## src/rtl/nanotrade_pkg.sv

```systemverilog
// Shared types and constants for the nanotrade ML datapath.
// Holds feature/result widths, anomaly class codes and the job scheduler state type.
package nanotrade_pkg;

    localparam int CLASS_W = 3;
    localparam int CONF_W  = 8;
    localparam int FEAT_W  = 128;

    localparam logic [CLASS_W-1:0] CLS_NORMAL            = 3'd0;
    localparam logic [CLASS_W-1:0] CLS_SPOOFING          = 3'd1;
    localparam logic [CLASS_W-1:0] CLS_LAYERING          = 3'd2;
    localparam logic [CLASS_W-1:0] CLS_WASH_TRADE        = 3'd3;
    localparam logic [CLASS_W-1:0] CLS_MOMENTUM_IGNITION = 3'd4;
    localparam logic [CLASS_W-1:0] CLS_QUOTE_STUFFING    = 3'd5;

    typedef enum logic [1:0] {
        RUN   = 2'd0,
        DRAIN = 2'd1,
        FAULT = 2'd2
    } sched_state_t;

endpackage

```

## src/rtl/ml_job_scheduler_if.sv

```systemverilog
// Requester, engine and response signals of the ML job scheduler.
// master = requesters plus engine side, slave = the scheduler itself.
interface ml_job_scheduler_if #(
    parameter int N_REQ = 4
);
    import nanotrade_pkg::*;

    logic [N_REQ-1:0]        req_valid;
    logic [N_REQ*FEAT_W-1:0] req_features;
    logic [N_REQ-1:0]        req_ready;

    logic [FEAT_W-1:0]       eng_features;
    logic                    eng_valid;
    logic [CLASS_W-1:0]      eng_class;
    logic [CONF_W-1:0]       eng_conf;
    logic                    eng_ml_valid;

    logic [N_REQ-1:0]        rsp_valid;
    logic [CLASS_W-1:0]      rsp_class;
    logic [CONF_W-1:0]       rsp_conf;

    modport master (
        output req_valid, req_features, eng_class, eng_conf, eng_ml_valid,
        input  req_ready, eng_features, eng_valid, rsp_valid, rsp_class, rsp_conf
    );

    modport slave (
        input  req_valid, req_features, eng_class, eng_conf, eng_ml_valid,
        output req_ready, eng_features, eng_valid, rsp_valid, rsp_class, rsp_conf
    );

endinterface

```

## src/rtl/ml_job_scheduler_tag.sv

```systemverilog
// In-order FIFO of requester ids for jobs issued to the engine.
// Push is ignored when full and pop when empty; clr empties the FIFO.
module ml_tag_fifo #(
    parameter  int ID_W  = 2,
    parameter  int DEPTH = 4,
    localparam int CNT_W = $clog2(DEPTH + 1)
) (
    input  logic            clk,
    input  logic            rst,
    input  logic            push,
    input  logic            pop,
    input  logic            clr,
    input  logic [ID_W-1:0] din,
    output logic [ID_W-1:0] head,
    output logic [CNT_W-1:0] count
);

    localparam int PTR_W = (DEPTH > 1) ? $clog2(DEPTH) : 1;

    logic [ID_W-1:0]  mem_q [DEPTH];
    logic [ID_W-1:0]  mem_d [DEPTH];
    logic [PTR_W-1:0] rd_q, rd_d;
    logic [PTR_W-1:0] wr_q, wr_d;
    logic [CNT_W-1:0] cnt_q, cnt_d;
    logic             push_ok, pop_ok;

    function automatic logic [PTR_W-1:0] ptr_inc(input logic [PTR_W-1:0] p);
        return (p == PTR_W'(DEPTH - 1)) ? '0 : p + 1'b1;
    endfunction

    always_comb begin
        push_ok = push && (cnt_q != CNT_W'(DEPTH));
        pop_ok  = pop && (cnt_q != '0);
        mem_d   = mem_q;
        rd_d    = rd_q;
        wr_d    = wr_q;
        cnt_d   = cnt_q;
        if (clr) begin
            rd_d  = '0;
            wr_d  = '0;
            cnt_d = '0;
        end else begin
            if (push_ok) begin
                mem_d[wr_q] = din;
                wr_d        = ptr_inc(wr_q);
            end
            if (pop_ok) begin
                rd_d = ptr_inc(rd_q);
            end
            case ({push_ok, pop_ok})
                2'b10:   cnt_d = cnt_q + 1'b1;
                2'b01:   cnt_d = cnt_q - 1'b1;
                default: cnt_d = cnt_q;
            endcase
        end
    end

    always_ff @(posedge clk or posedge rst) begin
        if (rst) begin
            for (int i = 0; i < DEPTH; i++) begin
                mem_q[i] <= '0;
            end
            rd_q  <= '0;
            wr_q  <= '0;
            cnt_q <= '0;
        end else begin
            mem_q <= mem_d;
            rd_q  <= rd_d;
            wr_q  <= wr_d;
            cnt_q <= cnt_d;
        end
    end

    assign head  = mem_q[rd_q];
    assign count = cnt_q;

endmodule

```

## src/rtl/ml_job_scheduler.sv

```systemverilog
// Shares one ML inference engine between N_REQ feature producers with round-robin
// issue, in-order result routing and a watchdog that halts issue on engine faults.
module ml_job_scheduler
    import nanotrade_pkg::*;
#(
    parameter int N_REQ        = 4,
    parameter int ID_W         = 2,
    parameter int MAX_INFLIGHT = 4,
    parameter int TIMEOUT      = 8
) (
    input  logic                clk,
    input  logic                rst,
    ml_job_scheduler_if.slave   bus,
    input  logic                flush_req,
    input  logic                err_clr,
    output logic                busy,
    output logic [1:0]          err_code
);

    localparam int CNT_W = $clog2(MAX_INFLIGHT + 1);
    localparam int WD_W  = $clog2(TIMEOUT + 1);

    sched_state_t       state_q, state_d;
    logic [ID_W-1:0]    rr_q, rr_d;
    logic               eng_valid_q, eng_valid_d;
    logic [FEAT_W-1:0]  eng_feat_q, eng_feat_d;
    logic [N_REQ-1:0]   rsp_valid_q, rsp_valid_d;
    logic [CLASS_W-1:0] rsp_class_q, rsp_class_d;
    logic [CONF_W-1:0]  rsp_conf_q, rsp_conf_d;
    logic [1:0]         err_q, err_d;
    logic [WD_W-1:0]    wd_q, wd_d;

    logic [ID_W-1:0]    idx, winner, head;
    logic [CNT_W-1:0]   count;
    logic [N_REQ-1:0]   ready;
    logic               found, grant, pop, spurious, timeout;

    ml_tag_fifo #(
        .ID_W  (ID_W),
        .DEPTH (MAX_INFLIGHT)
    ) u_tag_fifo (
        .clk   (clk),
        .rst   (rst),
        .push  (grant),
        .pop   (pop),
        .clr   (timeout),
        .din   (winner),
        .head  (head),
        .count (count)
    );

    always_comb begin
        found  = 1'b0;
        winner = '0;
        idx    = '0;
        for (int i = 0; i < N_REQ; i++) begin
            idx = ID_W'((int'(rr_q) + i) % N_REQ);
            if (!found && bus.req_valid[idx]) begin
                found  = 1'b1;
                winner = idx;
            end
        end
    end

    // A job granted in the same cycle as a timeout would be lost by the FIFO clear,
    // so timeout and flush both suppress the grant; err_clr re-enables issue at once.
    always_comb begin
        pop      = bus.eng_ml_valid && (count != '0) && (state_q != FAULT);
        spurious = bus.eng_ml_valid && (count == '0) && (state_q != FAULT);
        timeout  = (state_q != FAULT) && (count != '0) && !pop
                   && (wd_q == WD_W'(TIMEOUT - 1));
        grant    = found && !rst && (count < CNT_W'(MAX_INFLIGHT))
                   && (((state_q == RUN) && !flush_req && !timeout)
                       || ((state_q == FAULT) && err_clr));
        ready    = grant ? (N_REQ'(1) << winner) : '0;

        state_d = state_q;
        case (state_q)
            RUN: begin
                if (timeout)        state_d = FAULT;
                else if (flush_req) state_d = DRAIN;
            end
            DRAIN: begin
                if (timeout)                           state_d = FAULT;
                else if ((count == '0) && !flush_req)  state_d = RUN;
            end
            FAULT: begin
                if (err_clr) state_d = RUN;
            end
            default: state_d = RUN;
        endcase

        rr_d = rr_q;
        if (grant) begin
            rr_d = (winner == ID_W'(N_REQ - 1)) ? '0 : winner + 1'b1;
        end

        eng_valid_d = grant;
        eng_feat_d  = eng_feat_q;
        for (int i = 0; i < N_REQ; i++) begin
            if (grant && (winner == ID_W'(i))) begin
                eng_feat_d = bus.req_features[i*FEAT_W +: FEAT_W];
            end
        end

        rsp_valid_d = pop ? (N_REQ'(1) << head) : '0;
        rsp_class_d = pop ? bus.eng_class : rsp_class_q;
        rsp_conf_d  = pop ? bus.eng_conf  : rsp_conf_q;

        err_d = err_clr ? 2'b00 : err_q;
        if (timeout)  err_d[0] = 1'b1;
        if (spurious) err_d[1] = 1'b1;

        if (timeout || pop || (count == '0) || (state_q == FAULT)) wd_d = '0;
        else                                                       wd_d = wd_q + 1'b1;
    end

    always_ff @(posedge clk or posedge rst) begin
        if (rst) begin
            state_q     <= RUN;
            rr_q        <= '0;
            eng_valid_q <= 1'b0;
            eng_feat_q  <= '0;
            rsp_valid_q <= '0;
            rsp_class_q <= CLS_NORMAL;
            rsp_conf_q  <= '0;
            err_q       <= 2'b00;
            wd_q        <= '0;
        end else begin
            state_q     <= state_d;
            rr_q        <= rr_d;
            eng_valid_q <= eng_valid_d;
            eng_feat_q  <= eng_feat_d;
            rsp_valid_q <= rsp_valid_d;
            rsp_class_q <= rsp_class_d;
            rsp_conf_q  <= rsp_conf_d;
            err_q       <= err_d;
            wd_q        <= wd_d;
        end
    end

    assign bus.req_ready    = ready;
    assign bus.eng_valid    = eng_valid_q;
    assign bus.eng_features = eng_feat_q;
    assign bus.rsp_valid    = rsp_valid_q;
    assign bus.rsp_class    = rsp_class_q;
    assign bus.rsp_conf     = rsp_conf_q;
    assign busy             = (count != '0);
    assign err_code         = err_q;

endmodule

```

## src/flat_wrapper.sv

```systemverilog
// flat-port wrapper written by rule: the top's interface ports become plain ports
module ml_job_scheduler_flat import nanotrade_pkg::*;
#(
    parameter int N_REQ        = 4,
    parameter int ID_W         = 2,
    parameter int MAX_INFLIGHT = 4,
    parameter int TIMEOUT      = 8
)
  (clk, rst, flush_req, err_clr, busy, err_code, bus_req_valid, bus_req_features, bus_eng_class, bus_eng_conf, bus_eng_ml_valid, bus_req_ready, bus_eng_features, bus_eng_valid, bus_rsp_valid, bus_rsp_class, bus_rsp_conf);
  ml_job_scheduler_if #(.N_REQ(N_REQ)) bus_i ();
  input  logic clk;
  input  logic rst;
  input  logic flush_req;
  input  logic err_clr;
  output logic busy;
  output logic [1:0] err_code;
  input wire logic [$bits(bus_i.req_valid)-1:0] bus_req_valid;
  input wire logic [$bits(bus_i.req_features)-1:0] bus_req_features;
  input wire logic [$bits(bus_i.eng_class)-1:0] bus_eng_class;
  input wire logic [$bits(bus_i.eng_conf)-1:0] bus_eng_conf;
  input wire logic [$bits(bus_i.eng_ml_valid)-1:0] bus_eng_ml_valid;
  output wire logic [$bits(bus_i.req_ready)-1:0] bus_req_ready;
  output wire logic [$bits(bus_i.eng_features)-1:0] bus_eng_features;
  output wire logic [$bits(bus_i.eng_valid)-1:0] bus_eng_valid;
  output wire logic [$bits(bus_i.rsp_valid)-1:0] bus_rsp_valid;
  output wire logic [$bits(bus_i.rsp_class)-1:0] bus_rsp_class;
  output wire logic [$bits(bus_i.rsp_conf)-1:0] bus_rsp_conf;
  assign bus_i.req_valid = bus_req_valid;
  assign bus_i.req_features = bus_req_features;
  assign bus_i.eng_class = bus_eng_class;
  assign bus_i.eng_conf = bus_eng_conf;
  assign bus_i.eng_ml_valid = bus_eng_ml_valid;
  assign bus_req_ready = bus_i.req_ready;
  assign bus_eng_features = bus_i.eng_features;
  assign bus_eng_valid = bus_i.eng_valid;
  assign bus_rsp_valid = bus_i.rsp_valid;
  assign bus_rsp_class = bus_i.rsp_class;
  assign bus_rsp_conf = bus_i.rsp_conf;
  ml_job_scheduler #(.N_REQ(N_REQ), .ID_W(ID_W), .MAX_INFLIGHT(MAX_INFLIGHT), .TIMEOUT(TIMEOUT)) u_core (.clk(clk), .rst(rst), .bus(bus_i), .flush_req(flush_req), .err_clr(err_clr), .busy(busy), .err_code(err_code));
endmodule
```

## config.mk

```make
export PLATFORM = sky130hd
export DESIGN_NAME = ml_job_scheduler_flat
export DESIGN_NICKNAME = d
export VERILOG_FILES = /design/src/rtl/nanotrade_pkg.sv /design/src/rtl/ml_job_scheduler_if.sv /design/src/rtl/ml_job_scheduler_tag.sv /design/src/rtl/ml_job_scheduler.sv /design/src/flat_wrapper.sv
export SDC_FILE = /design/constraint.sdc
export NUM_CORES = 1
export LEC_CHECK = 0
export ABC_CLOCK_PERIOD_IN_PS = 7100
export CAP_MARGIN = 20
export CORE_AREA = 2 2 263 265
export DETAILED_ROUTE_END_ITERATION = 10
export DIE_AREA = 0 0 265 267
export GPL_TIMING_DRIVEN = 0
export HOLD_SLACK_MARGIN = 0.1
export PLACE_DENSITY = 0.49
export SLEW_MARGIN = 30
export SYNTH_ARGS = -nofsm -noshare
export SYNTH_HDL_FRONTEND = slang
export SYNTH_SLANG_ARGS = --single-unit
```

## constraint.sdc

```tcl
create_clock -name clk -period 7.1 [get_ports clk]
set_input_delay 2.13 -clock clk [delete_from_list [all_inputs] [get_ports clk]]
set_output_delay 2.13 -clock clk [all_outputs]
set_load 0.05 [all_outputs]
```

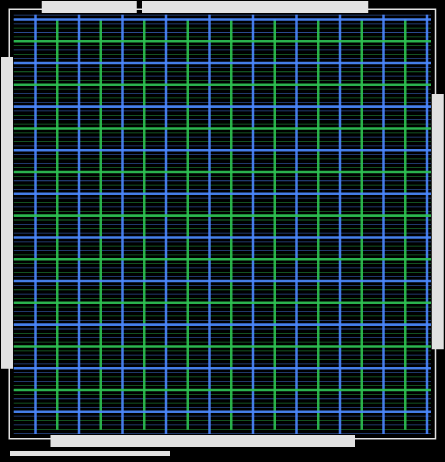
pdn.png
The bar under the picture is 100 microns long. Pins as bars on the die edge.
[blue] VSS
[green] VDD
met5 straps: 19
rows: 96
met1 rails: 97
met4 straps: 19
chip height: 267 microns
floorplan die width: 265 microns
Core Region: 67,990 sq um
worst vdd rail ir drop: 0.0001876 V

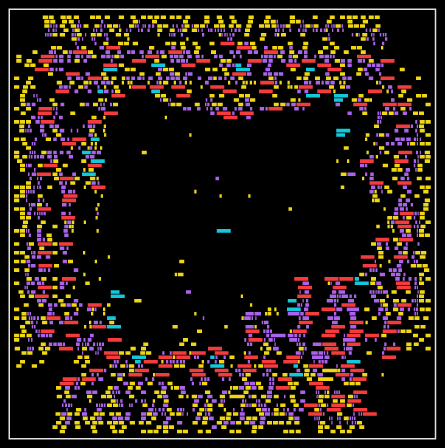
cell_classes.png
[cyan] clock drivers and dummy loads | cells: 32 | share of their area: 3.4%
[yellow] other buffers and delay cells | cells: 837 | share of their area: 41%
[red] flip-flops | cells: 169 | share of their area: 23%
[purple] all other logic | cells: 1,003 | share of their area: 34%
Finished Core Util: 29.26%
post-route cell area: 19,890 sq um

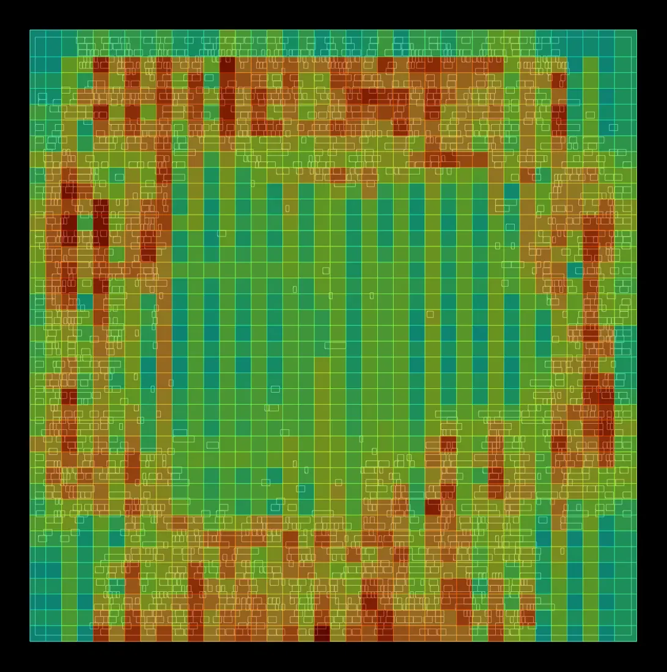
final_congestion.png
busiest layer in global routing: met2
GRT met1 Usage: 23.55%
met3 Use GR: 4.982%

==> flow_metrics.py <==
# Flow results
metrics = {
    "clocking": {
        "cts_num_sinks": 169,
        "tritoncts": "yes",
        "post_cts_buffers": 0,
        "cts-root-buf": "clkbuf_16",
        "clock_path_buffers": 2,
        "ctsResizeCount": 17,
    },
    "yosys": {
        "ys_cells": 1328,
        "synth-simple-area-share_pct": 18.23,
        "ys_sh_aoi_pct": 27.99,
        "flop_cell": "dfrtp_1",
        "ys_sh_xor_pct": 0.3132,
        "syn_avg_cell_area_sq_um": 8.423,
        "ys_sh_adder_pct": 1.409,
        "top_cell_area_share_pct": 37.81,
        "yosys.stat.seqShare_pct": 37.81,
        "area_leaders": "dfrtp_1 38%, a21oi_1 8.6%, a311oi_1 7.3%, nor4b_1 7.3%, mux2i_1 6.4%",
        "ys_ff": 169,
    },
    "finish": {
        "mi_logic_area_sq_um": 6247,
        "clock_area_share_pct": 3.177,
        "fin_cells": 2927,
        "nNonClkInverters": 13,
        "fillers": 7288,
        "logic_gate_count": 990,
        "layout-drive-gt1-share_pct": 6.271,
        "bufAreaShareNonClock_pct": 38.27,
        "lay_top_cells": "678 x clkdlybuf4s50_1, 192 x a21oi_1, 169 x dfrtp_1, 166 x nand2_1, 101 x nor2_1",
        "lay_top_count": "clkdlybuf4s50_1",
        "comb_share_pct": 31.41,
        "sh_seq_area_pct": 21.26,
        "largest_class": "non-clock buffers",
        "syn_to_final_growth_pct": 77.82,
        "regArea_sq_um": 4229,
    },
    "power_and_ir_drop": {
        "seq_cell_power_mw": 1.72,
        "seqPwrFrac_pct": 22.6,
        "clkPwrFrac_pct": 13.6,
        "maxPowerGroup": "combinational logic",
        "comb_power_share_pct": 63.8,
        "pg_clk_mw": 1.04,
        "p_total_mw": 7.620,
    },
    "drt": {
        "drt-pass1-iter-count": 7,
        "wl_met2_microns": 35390,
        "wirelength_microns": 71000,
        "vias": 13750,
        "wl_per_cell_microns": 24.26,
        "first_iter_violations": 927,
        "antenna_left": 0,
        "vias_per_cell": 4.699,
    },
    "floorplan": {
        "nWellTaps": 882,
        "rows": 96,
        "chip_area_sq_um": 70760,
    },
    "worst_hold_path": {
        "min_from": "u_core.wd_q[0]",
    },
    "setup_path": {
        "cp_common_cell": "clkdlybuf4s50_1",
        "crit_fanout": 10,
        "path_cells": "clkdlybuf4s50_1, nor2_1, o2111a_1, buf_4, buf_2, and3_1, clkdlybuf4s50_1",
        "timing.rr.start": "u_core.rr_q[1]",
        "reg2reg_depth": 11,
    },
    "placed_design": {
        "dp_cells": 2896,
        "gp_congestion": 0.8965,
    },
    "final_timing": {
        "slew_violations": 0,
        "post-route-period-util_pct": 97.42,
        "worst_pin_slew_ns": 0.9331,
        "hold_viol": 0,
        "tns_ns": 0,
        "hold-worst-slack_ns": 0.4744,
    },
    "grt": {
        "grt_pass1_wl_microns": 99620,
    },
    "status": {
        "run_status": "complete, no violations",
    },
    "job": {
        "warnings": 32,
    },
}
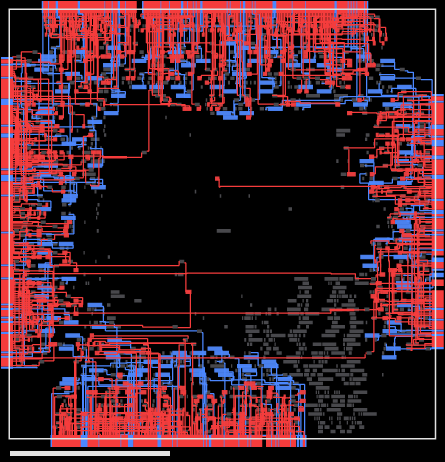
port_nets.png
The bar under the picture is 100 microns long.
[red] bus_req_features | direction: input | end cells: 477 | buffers: 512 | wire: 20.2 mm
[blue] bus_eng_features | direction: output | end cells: 128 | buffers: 128 | wire: 7,680 microns
port buffer count: 681
# IOs: 683

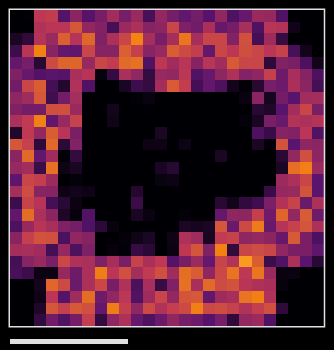
density.png
The bar under the picture is 100 microns long. 26 x 27 tiles, from black (low) to pale yellow (high), 0 to 100% covered.
tiles over 75% full: 0.10%
fullest tile: 78%
nearly empty tiles: 28%
mean over tiles: 27%
emptiest ninth of the die: centre
Pre-Place Util: 16.45%

Power figures rest on the tool's default switching activity, not on a simulated workload.
